==> src/rtl/uart_pkg.sv <==
// Shared types and constants for the UART receive path.
`timescale 1ns/1ps
package uart_pkg;

  typedef enum logic [2:0] {
    ST_IDLE,
    ST_START,
    ST_DATA,
    ST_STOP,
    ST_WAIT_HI
  } rx_state_t;

  localparam int UART_DATA_BITS = 8;

  // Mid-bit sampling needs an exact half period and at least two clocks per half.
  function automatic bit cpb_valid(input int cpb);
    return (cpb >= 4) && ((cpb % 2) == 0);
  endfunction

endpackage

==> src/rtl/uart_rx_fifo.sv <==
// Small show-ahead byte FIFO; dout is a register that always holds the head entry
// and keeps the last head once the FIFO drains.
`timescale 1ns/1ps
module uart_rx_fifo #(
  parameter int DEPTH = 4,
  parameter int WIDTH = 8
) (
  input  logic             clk,
  input  logic             rst_n,
  input  logic             push,
  input  logic [WIDTH-1:0] din,
  output logic             full,
  input  logic             pop,
  output logic [WIDTH-1:0] dout,
  output logic             empty
);

  localparam int AW = $clog2(DEPTH);

  logic [WIDTH-1:0] mem [DEPTH];
  logic [AW-1:0]    wr_ptr_reg, rd_ptr_reg, rd_ptr_inc;
  logic [AW:0]      count_reg;
  logic [WIDTH-1:0] dout_reg;
  logic             do_push, do_pop;

  assign empty      = (count_reg == '0);
  assign full       = (count_reg == (AW+1)'(DEPTH));
  assign do_pop     = pop && !empty;
  // A full FIFO still accepts a push when the head leaves in the same cycle.
  assign do_push    = push && (!full || do_pop);
  assign rd_ptr_inc = rd_ptr_reg + 1'b1;
  assign dout       = dout_reg;

  always_ff @(posedge clk) begin
    if (do_push) mem[wr_ptr_reg] <= din;
  end

  always_ff @(posedge clk or negedge rst_n) begin
    if (!rst_n) begin
      wr_ptr_reg <= '0;
      rd_ptr_reg <= '0;
      count_reg  <= '0;
      dout_reg   <= '0;
    end else begin
      if (do_push) wr_ptr_reg <= wr_ptr_reg + 1'b1;
      if (do_pop)  rd_ptr_reg <= rd_ptr_inc;
      case ({do_push, do_pop})
        2'b10:   count_reg <= count_reg + 1'b1;
        2'b01:   count_reg <= count_reg - 1'b1;
        default: count_reg <= count_reg;
      endcase
      // Next head comes from memory if one remains, else from the incoming byte.
      if (do_pop && (count_reg > (AW+1)'(1)))
        dout_reg <= mem[rd_ptr_inc];
      else if (do_push && (empty || (do_pop && count_reg == (AW+1)'(1))))
        dout_reg <= din;
    end
  end

endmodule

==> src/rtl/uart_rx_ctrl.sv <==
// UART 8N1 receiver: two-flop synchroniser, mid-bit sampling FSM, sticky error
// flags and a show-ahead output FIFO.
`timescale 1ns/1ps
module uart_rx_ctrl
  import uart_pkg::*;
#(
  parameter int CLKS_PER_BIT = 16,
  parameter int FIFO_DEPTH   = 4
) (
  input  logic       clk,
  input  logic       rst_n,
  input  logic       rx,
  input  logic       en,
  input  logic       rd_en,
  output logic [7:0] rd_data,
  output logic       rd_valid,
  output logic       busy,
  output logic       frame_err,
  output logic       overrun,
  input  logic       clr_err
);

  localparam int CW = $clog2(CLKS_PER_BIT);
  localparam logic [CW-1:0] HALF_LAST = CW'(CLKS_PER_BIT/2 - 1);
  localparam logic [CW-1:0] BIT_LAST  = CW'(CLKS_PER_BIT - 1);

  if (!cpb_valid(CLKS_PER_BIT)) begin : g_bad_cpb
    $error("CLKS_PER_BIT must be even and >= 4");
  end

  rx_state_t                 state_reg, state_next;
  logic [CW-1:0]             cnt_reg, cnt_next;
  logic [2:0]                bit_idx_reg, bit_idx_next;
  logic [UART_DATA_BITS-1:0] shreg_reg, shreg_next;
  logic                      rx_meta_reg, rx_s_reg;
  logic                      frame_err_reg, overrun_reg;
  logic                      push, set_ferr, set_ovr;
  logic                      fifo_full, fifo_empty, fifo_accept;

  always_ff @(posedge clk or negedge rst_n) begin
    if (!rst_n) begin
      rx_meta_reg <= 1'b1;
      rx_s_reg    <= 1'b1;
    end else begin
      rx_meta_reg <= rx;
      rx_s_reg    <= rx_meta_reg;
    end
  end

  assign fifo_accept = !fifo_full || (rd_en && !fifo_empty);

  always_comb begin
    state_next   = state_reg;
    cnt_next     = cnt_reg + 1'b1;
    bit_idx_next = bit_idx_reg;
    shreg_next   = shreg_reg;
    push         = 1'b0;
    set_ferr     = 1'b0;
    set_ovr      = 1'b0;
    case (state_reg)
      ST_IDLE: begin
        cnt_next = '0;
        if (!rx_s_reg) state_next = ST_START;
      end
      ST_START: begin
        if (cnt_reg == HALF_LAST) begin
          cnt_next     = '0;
          bit_idx_next = '0;
          state_next   = rx_s_reg ? ST_IDLE : ST_DATA;
        end
      end
      ST_DATA: begin
        if (cnt_reg == BIT_LAST) begin
          cnt_next     = '0;
          shreg_next   = {rx_s_reg, shreg_reg[UART_DATA_BITS-1:1]};
          bit_idx_next = bit_idx_reg + 1'b1;
          if (bit_idx_reg == 3'(UART_DATA_BITS - 1)) state_next = ST_STOP;
        end
      end
      ST_STOP: begin
        if (cnt_reg == BIT_LAST) begin
          cnt_next = '0;
          if (rx_s_reg) begin
            push       = fifo_accept;
            set_ovr    = !fifo_accept;
            state_next = ST_IDLE;
          end else begin
            set_ferr   = 1'b1;
            state_next = ST_WAIT_HI;
          end
        end
      end
      ST_WAIT_HI: begin
        cnt_next = '0;
        if (rx_s_reg) state_next = ST_IDLE;
      end
      default: begin
        cnt_next   = '0;
        state_next = ST_IDLE;
      end
    endcase
    // Disabling abandons any frame in flight without raising an error.
    if (!en) begin
      state_next   = ST_IDLE;
      cnt_next     = '0;
      bit_idx_next = '0;
      push         = 1'b0;
      set_ferr     = 1'b0;
      set_ovr      = 1'b0;
    end
  end

  always_ff @(posedge clk or negedge rst_n) begin
    if (!rst_n) begin
      state_reg     <= ST_IDLE;
      cnt_reg       <= '0;
      bit_idx_reg   <= '0;
      shreg_reg     <= '0;
      frame_err_reg <= 1'b0;
      overrun_reg   <= 1'b0;
    end else begin
      state_reg     <= state_next;
      cnt_reg       <= cnt_next;
      bit_idx_reg   <= bit_idx_next;
      shreg_reg     <= shreg_next;
      frame_err_reg <= set_ferr | (frame_err_reg & ~clr_err);
      overrun_reg   <= set_ovr  | (overrun_reg   & ~clr_err);
    end
  end

  uart_rx_fifo #(
    .DEPTH (FIFO_DEPTH),
    .WIDTH (UART_DATA_BITS)
  ) u_fifo (
    .clk   (clk),
    .rst_n (rst_n),
    .push  (push),
    .din   (shreg_reg),
    .full  (fifo_full),
    .pop   (rd_en),
    .dout  (rd_data),
    .empty (fifo_empty)
  );

  assign rd_valid  = !fifo_empty;
  assign busy      = (state_reg != ST_IDLE);
  assign frame_err = frame_err_reg;
  assign overrun   = overrun_reg;

endmodule

==> config.mk <==
export PLATFORM = sky130hd
export DESIGN_NAME = uart_rx_ctrl
export DESIGN_NICKNAME = d
export VERILOG_FILES = /design/src/rtl/uart_pkg.sv /design/src/rtl/uart_rx_fifo.sv /design/src/rtl/uart_rx_ctrl.sv
export SDC_FILE = /design/constraint.sdc
export NUM_CORES = 1
export LEC_CHECK = 0
export ABC_CLOCK_PERIOD_IN_PS = 3100
export CORE_ASPECT_RATIO = 0.8
export CORE_MARGIN = 2
export CORE_UTILIZATION = 42
export DETAILED_ROUTE_END_ITERATION = 7
export RECOVER_POWER = 25
export SKIP_LAST_GASP = 1
export SLEW_MARGIN = 30
export SYNTH_ARGS = -nofsm -noshare
export SYNTH_HDL_FRONTEND = slang
export SYNTH_HIERARCHICAL = 1
export SYNTH_SLANG_ARGS = --single-unit
==> constraint.sdc <==
create_clock -name clk -period 3.1 [get_ports clk]
set_input_delay 0.62 -clock clk [delete_from_list [all_inputs] [get_ports clk]]
set_output_delay 0.62 -clock clk [all_outputs]
set_load 0.005 [all_outputs]
==> out/metrics.cfg, run 1 <==
[routing]
top_signal_layer_used=met4
vias_per_cell=5.09
number_of_vias_after_detailed_routing=1851
detail_route.wirelength.met1_mm=3.02
ant_nets=0
detailedRoute.firstPassIterationCount=4
route.met2.wl_mm=2.31
met3WireLength_um=281
drt-total-wl_mm=5.68
iteration_0_drc_markers=71
drc=0
routed_wire_length_per_instance_um=15.6

[pwr]
total_power_of_the_final_layout_mw=2.62
clock_power_share=0.329
sw_frac_of_total=0.266
pwr-share-seq=0.444
total_switching_power_mw=0.699
powerDensity_nw_per_um2=704
power.leakage_nw=1.57
maximum_vdd_ir_drop_v=0.000257
share_comb_of_total_power=0.228
internal_power_mw=1.92

[timing]
grt_setup_unrepaired=no
layout_min_cycle_time_ps=2670
worst_pin_slew_ps=2080
report.final.slew_viol_count=38
finalSetupTns_ps=0
hold_viol=0
fin_hold_ws_ps=359
fmax_mhz=374
postLayoutSetupSlackWorst_ps=429
timing.final.crit_share=0.861
slew_headroom=-0.389
finalClockSkew_ps=8.88
final-setup-viol-count=0

[run]
drv_cap=1
tally_of_openroad_warnings=32

[setup_path]
worst_path_max_delay_cell=dfrtp_1
critPathTopFamily=AND-OR/OR-AND gates
critical_path.n_buffers_inverters=3
worstSetupPathType=flop to flop
cpPeakStageDelay_ps=470
crit_path_cells=inv_1 > ha_1 > nand2b_1 > inv_1 > o21ai_0 > and3_1 > inv_1 > o21ai_2 > mux2_2
worstPathArrival_ps=2890
worstSetupEndpointType=flop
setup.worst_path.start_class=flop
required_ps=3320
crit_fanout=9
most_frequent_cell_on_the_critical_path=inv_1

[logic_synthesis]
syn-cell-area_um2=3220
top_cells_by_count=dfrtp_1, edfxtp_1, mux2_2
netlist.area_leader.share=0.298
yosysMostFrequentCell=dfrtp_1
yosys_warnings=6
ys_seq_share=0.586
synthArstFlopShare=0.536
yosysCellCount=232
post_synth_top_flop=dfrtp_1
postSynthAreaPerCell_um2=13.9
yosys_area_um2=3220
post-synth-top-area-cell=edfxtp_1
postSynthNetCount=249
synth-edff-count=32
ys_top_cells_by_area=edfxtp_1, dfrtp_1, mux2_2
post_synth_num_cell_types=44
syn-instance-count=232
synth.ff_latch_count=69

[finish]
nFillCells=656
finish.net_count=271
n_antenna_cell=0
final_util=0.502
final_cells=364
area.sequential_um2=1890
logic_area_um2=1230
finish.instance_area_um2=3730
final_layout_size_suffix_gt1_frac=0.228
syn2layout_area_growth_pct=15.6
largest_reg_flops=32

[cts]
insertion_delay_ps=350
tritoncts=yes
max-clock-path-buffers=2
ctsRootBufferMaster=clkbuf_8
cts-resized-gates=0
cts-htree-levels=3
cts_made_buffers=9
post-cts-setup-buffer-count=0
post_cts_hold_buffer_count=0
clk_pin_slew_worst_paths_ps=70
tritoncts_num_sinks=69

[global_route]
grtUsageMet2=0.211
globalRoute.busiestLayer=met1
largest_net_degree_at_the_start_of_global_routing=38
grt_pass1_wl_mm=9.49
grt_usage=0.155
use_met1=0.231
use_met3=0.0581
globalRouteOverflowTotal=0
number_of_global_route_vias_before_repair=1803

[floorplanning]
floorplan.initialDensity=0.434
design.die.area_um2=8400
fp.coreArea_um2=7430
floorplan.io_pins=18
die_outline_height_um=82.4
die-width_um=102
rows=28

[place]
pre_cts_ws_ps=308
gp_congestion=0.782
dp.cells=348
dpl-instance-area_um2=3490
post-dp-hpwl_mm=3.83
port_buffers=17

[status]
outcome=finished with violations
violations=max-capacitance violations, max-slew violations

[min_path]
worst_hold_path_class=flop to flop

==> run 1: layout by cell type (no fill, tap or decap), types with 5 or more instances in the layout <==
cell type	instances
clkbuf_8	9
o21ai_0	10
or3_1	5
mux2_2	17
edfxtp_1	32
clkdlybuf4s50_1	16
xnor2_1	6
ha_1	11
a21oi_1	5
mux4_2	8
mux2_4	7
dfrtp_1	35
nand2b_1	7
inv_1	12
nand2_1	13
==> run 1: final timing paths <==
kind,start,cells after the start,slack (ps),endpoint
min in group asynchronous,rst_n,1,860,u_fifo/dout[2]
max in group asynchronous,rst_n,1,1030,shreg_reg[3]
max reg2reg,u_fifo/count_reg[1],9,430,u_fifo/dout[4]
max,u_fifo/count_reg[1],9,430,u_fifo/dout[4]
min,rx_meta_reg,0,360,rx_s_reg
min reg2reg,rx_meta_reg,0,360,rx_s_reg
==> run 1: kinds of logic after synthesis <==
| group | share of synthesized area |
|---|---|
| mux | 0.160 |
| buf+inv | 0.0330 |
| fa+ha+maj | 0.0427 |
| flops | 0.586 |
| xor+xnor | 0.0190 |
| simple gates | 0.104 |
| compound gates | 0.0555 |
==> run 1: cell type report <==
| cell class | instances | share of cell area |
|---|---|---|
| multi-input combinational | 141 | 0.330 |
| sequential | 69 | 0.507 |
| inverter | 12 | 0.0121 |
| tap | 105 | 0.0353 |
| clock inverter | 7 | 0.0306 |
| clock buffer | 9 | 0.0332 |
| timing repair buffer | 21 | 0.0520 |
==> run 1: power groups by stage <==
stage | logic, mW | registers (mW) | clock network (mW)
detailed placement | 0.601 | 1.19 | 0
global route | 0.666 | 1.19 | 0.929
global placement | 0.596 | 1.19 | 0
CTS | 0.605 | 1.17 | 0.888
finish | 0.597 | 1.16 | 0.863
floorplan | 0.498 | 1.09 | 0
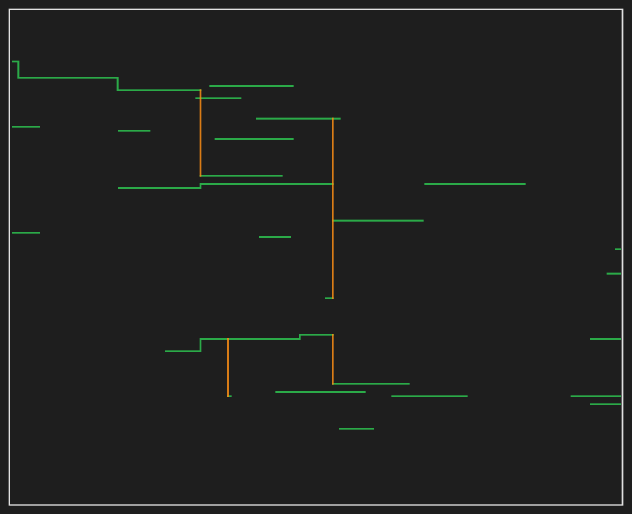
Run 1: metal layers overlaid
Drawn at 6 px/µm. Two of the layers only.
legend:
  orange:
    layer: M4
    wire_length: 61.9 µm
  green:
    layer: M3
    wire_length: 282 µm

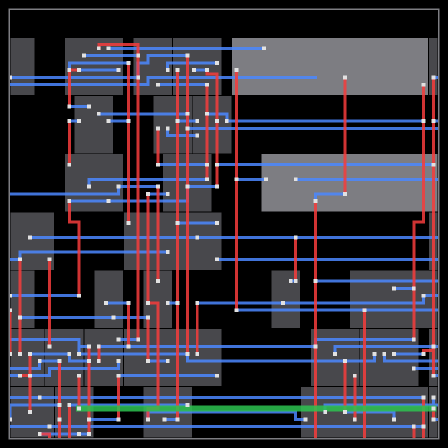
Run 1: layout detail
Region (66, 52) to (86, 72) µm. Cells in grey, sequential cells in the stronger grey; small squares are vias.
legend:
  blue:
    layer: M1
  red:
    layer: M2
  green:
    layer: M3
sequential cells in the window: 2
netlist names of flops here include: `u_fifo/count_reg` (2)
cells with their middle in the window: 25
most frequent: a21oi_1 (3), o21ai_0 (3), ha_1 (3)

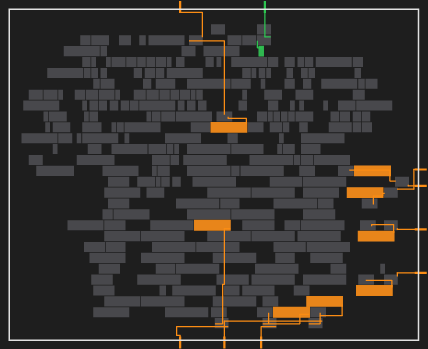
Run 1: nets reached from selected ports
Drawn at 4 px/µm.
legend:
  green:
    port: `rd_valid`
    direction: output
    edge: top
    end_cells: 1
    wire: 10.5 µm
  orange:
    port: `rd_data`
    direction: output
    edge: 4 right, 3 bottom, 1 top
    end_cells: 8
    wire: 213 µm

Run 1, the metal 2 layer:
Drawn at 4 px/µm.
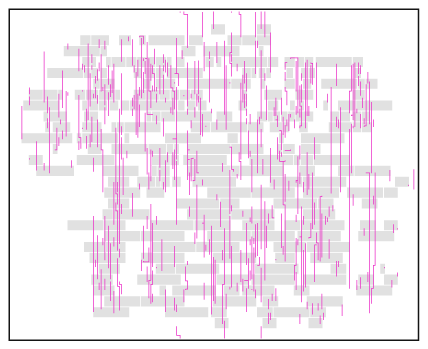

--- run 2 (diff from run 1) ---
CTS_BUF_LIST = sky130_fd_sc_hd__clkbuf_2   (was unset)
SKIP_CTS_REPAIR_TIMING = 1   (was unset)
SLEW_MARGIN = 40   (was 30)
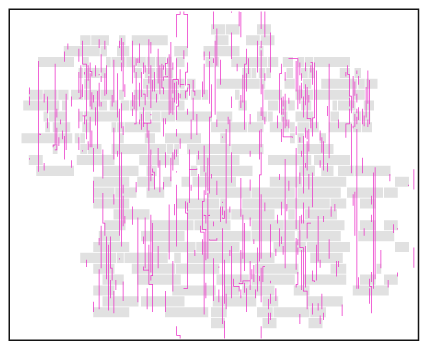
Run 2: the metal 2 layer
Drawn at 4 px/µm.
longest straight run: 39.8 µm
main direction: vertical

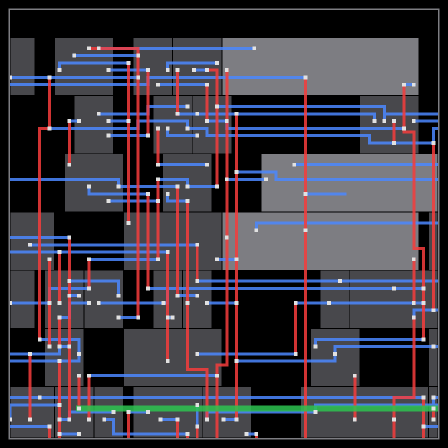
Run 2: layout detail
Region (66, 52) to (86, 72) µm. Cells in grey, sequential cells in the stronger grey; small squares are vias.
legend:
  green:
    layer: M3
  red:
    layer: M2
  blue:
    layer: M1
netlist names of flops here include: `u_fifo/count_reg` (3)
sequential cells in the window: 3
cells with their middle in the window: 28

==> run 2 against run 1 <==
Effect of this change:
- the run still ends with max-capacitance violations, max-slew violations left
- synthesized cell count is the same
- utilization shrank 0.29 points
- clock-buffer cell count is the same
- routed wire length grew 0.70%
- register-to-register slack is essentially flat
- synthesized area is the same
- non-clock buffer count grew 1
- sequential cell count is the same
- global-route usage is essentially flat
- first-iteration DRC count grew 21%
- sequential power is essentially flat
==> out/metrics.cfg, run 2 <==
[logic_synthesis]
syn-instance-count=232
post-synth-top-area-cell=edfxtp_1
yosys_area_um2=3220
post_synth_fa_ha_maj_area_fraction=0.0427
post_synth_xor_area_fraction=0.0190
ys_top_cells_by_area=edfxtp_1, dfrtp_1, mux2_2
postSynthNetCount=249
synth-edff-count=32
ys_seq_share=0.586
yosysMostFrequentCell=dfrtp_1
post_synth_top_flop=dfrtp_1
synthArstFlopShare=0.536
synth.logic.top_family=multiplexers

[global_route]
largest_net_degree_at_the_start_of_global_routing=38
grt_pass1_wl_mm=9.61
globalRouteOverflowTotal=0
number_of_global_route_vias_before_repair=1787
grt_usage=0.155

[timing]
timing.final.crit_share=0.909
final-setup-viol-count=0
grt_setup_unrepaired=no
report.final.slew_viol_count=38
worst_pin_slew_ps=2090
slew_headroom=-0.395
fmax_mhz=355
finalSetupTns_ps=0
hold_viol=0

[cts]
cts-htree-levels=3
max-clock-path-buffers=2
tritoncts_num_sinks=69

[floorplanning]
die-width_um=102
fp.coreArea_um2=7430
floorplan.io_pins=18
design.die.area_um2=8400

[place]
dpl-instance-area_um2=3490
gp_congestion=0.782
post-dp-hpwl_mm=3.81

[routing]
ant_nets=0
iteration_0_drc_markers=86
drc=0

[setup_path]
crit_path_cells=inv_1 > ha_1 > nand2b_1 > inv_1 > inv_1 > clkdlybuf4s50_1
worst_path_max_delay_cell=dfrtp_1
cpPeakStageDelay_ps=510
worstSetupEndpointType=primary output
cp-startpoint=u_fifo/count_reg[1]
crit_fanout=9
setup.worst_path.start_class=flop
required_ps=2480
critical_path.reg2reg.startpoint=u_fifo/count_reg[1]
critPathTopFamily=buffers and inverters

[finish]
largest_reg_flops=32
n_antenna_cell=0
final_util=0.499
final_common_cell=dfrtp_1
nFillCells=646
syn2layout_area_growth_pct=14.9
finish.net_count=272

[pwr]
powerDensity_nw_per_um2=699

[run]
tally_of_openroad_warnings=32
drv_cap=1

[status]
outcome=finished with violations
violations=max-capacitance violations, max-slew violations

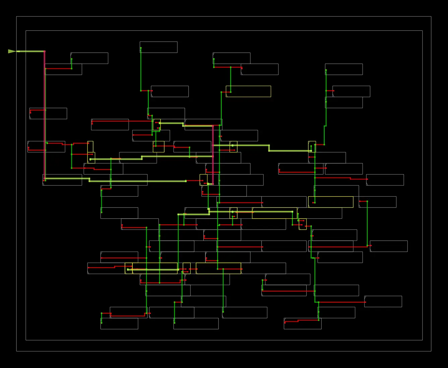
Run 2: clock wiring as the flow saved it
clock latency at the later pin of the worst-skew pair: 490 ps
number of buffers created by CTS: 9
post-route clock skew: 21.1 ps
count of clock-net buffers in the final layout: 9

[run 2: cell count changes in the layout (fill, tap and decap cells not counted)]
cell / before / now
clkbuf_2: 0 / 9
clkbuf_8: 9 / 0
bufinv_16: 3 / 5
dlygate4sd3_1: 0 / 2
clkdlybuf4s50_1: 16 / 15
clkinv_2: 1 / 0
clkinvlp_4: 2 / 1
[run 2: worst reg2reg max path, delay by kind of cell, from the launching register on]
family / cells / cell delay, ps
buffers and inverters: 3 / 300
adder cells (fa/ha/maj): 1 / 300
multiplexers: 1 / 410
AND-OR/OR-AND: 2 / 670
AND/OR/NAND/NOR: 2 / 390
flip-flops: 1 / 510
[run 2: layout make-up]
class                      count  area, µm²  area share
clock buffer                   9       45.0      0.0122
clock inverter                 7        161      0.0436
inverter                      12       45.0      0.0122
multi-input combinational    141       1230       0.332
sequential                    69       1890       0.510
tap                          105        131      0.0355
timing repair buffer          22        204      0.0550
[run 2: worst paths after layout]
check	endpoint	slack (ps)	cells after the start
max	rd_valid	280	6
min	rx_s_reg	370	0
max reg2reg	u_fifo/dout[4]	420	9
min reg2reg	rx_s_reg	370	0
max in group asynchronous	shreg_reg[2]	640	2
min in group asynchronous	u_fifo/dout[2]	1240	2
[run 2: report_power, final]
group,internal (mW),switching (mW)
Clock,0.507,0.316
Combinational,0.363,0.239
Sequential,1.03,0.131
[run 2: metal layers]
metal,global-route usage,vias to the layer above,part of all wire
met5,0,-,0
met4,0.0400,0,0.0079
met3,0.0581,6,0.043
met2,0.203,35,0.41
met1,0.240,941,0.54
li1,-,889,-
[run 2: per-stage QoR]
step	hold slack, ps	worst slack, ps	power [mW]	cells
after floorplan	324	651	1.59	232
after global placement	347	348	1.78	348
after detailed placement	349	315	1.78	348
after CTS	35.0	257	2.62	364
after global routing	376	48.5	2.75	365
final	372	282	2.59	365
Power and IR drop assume default switching activity.
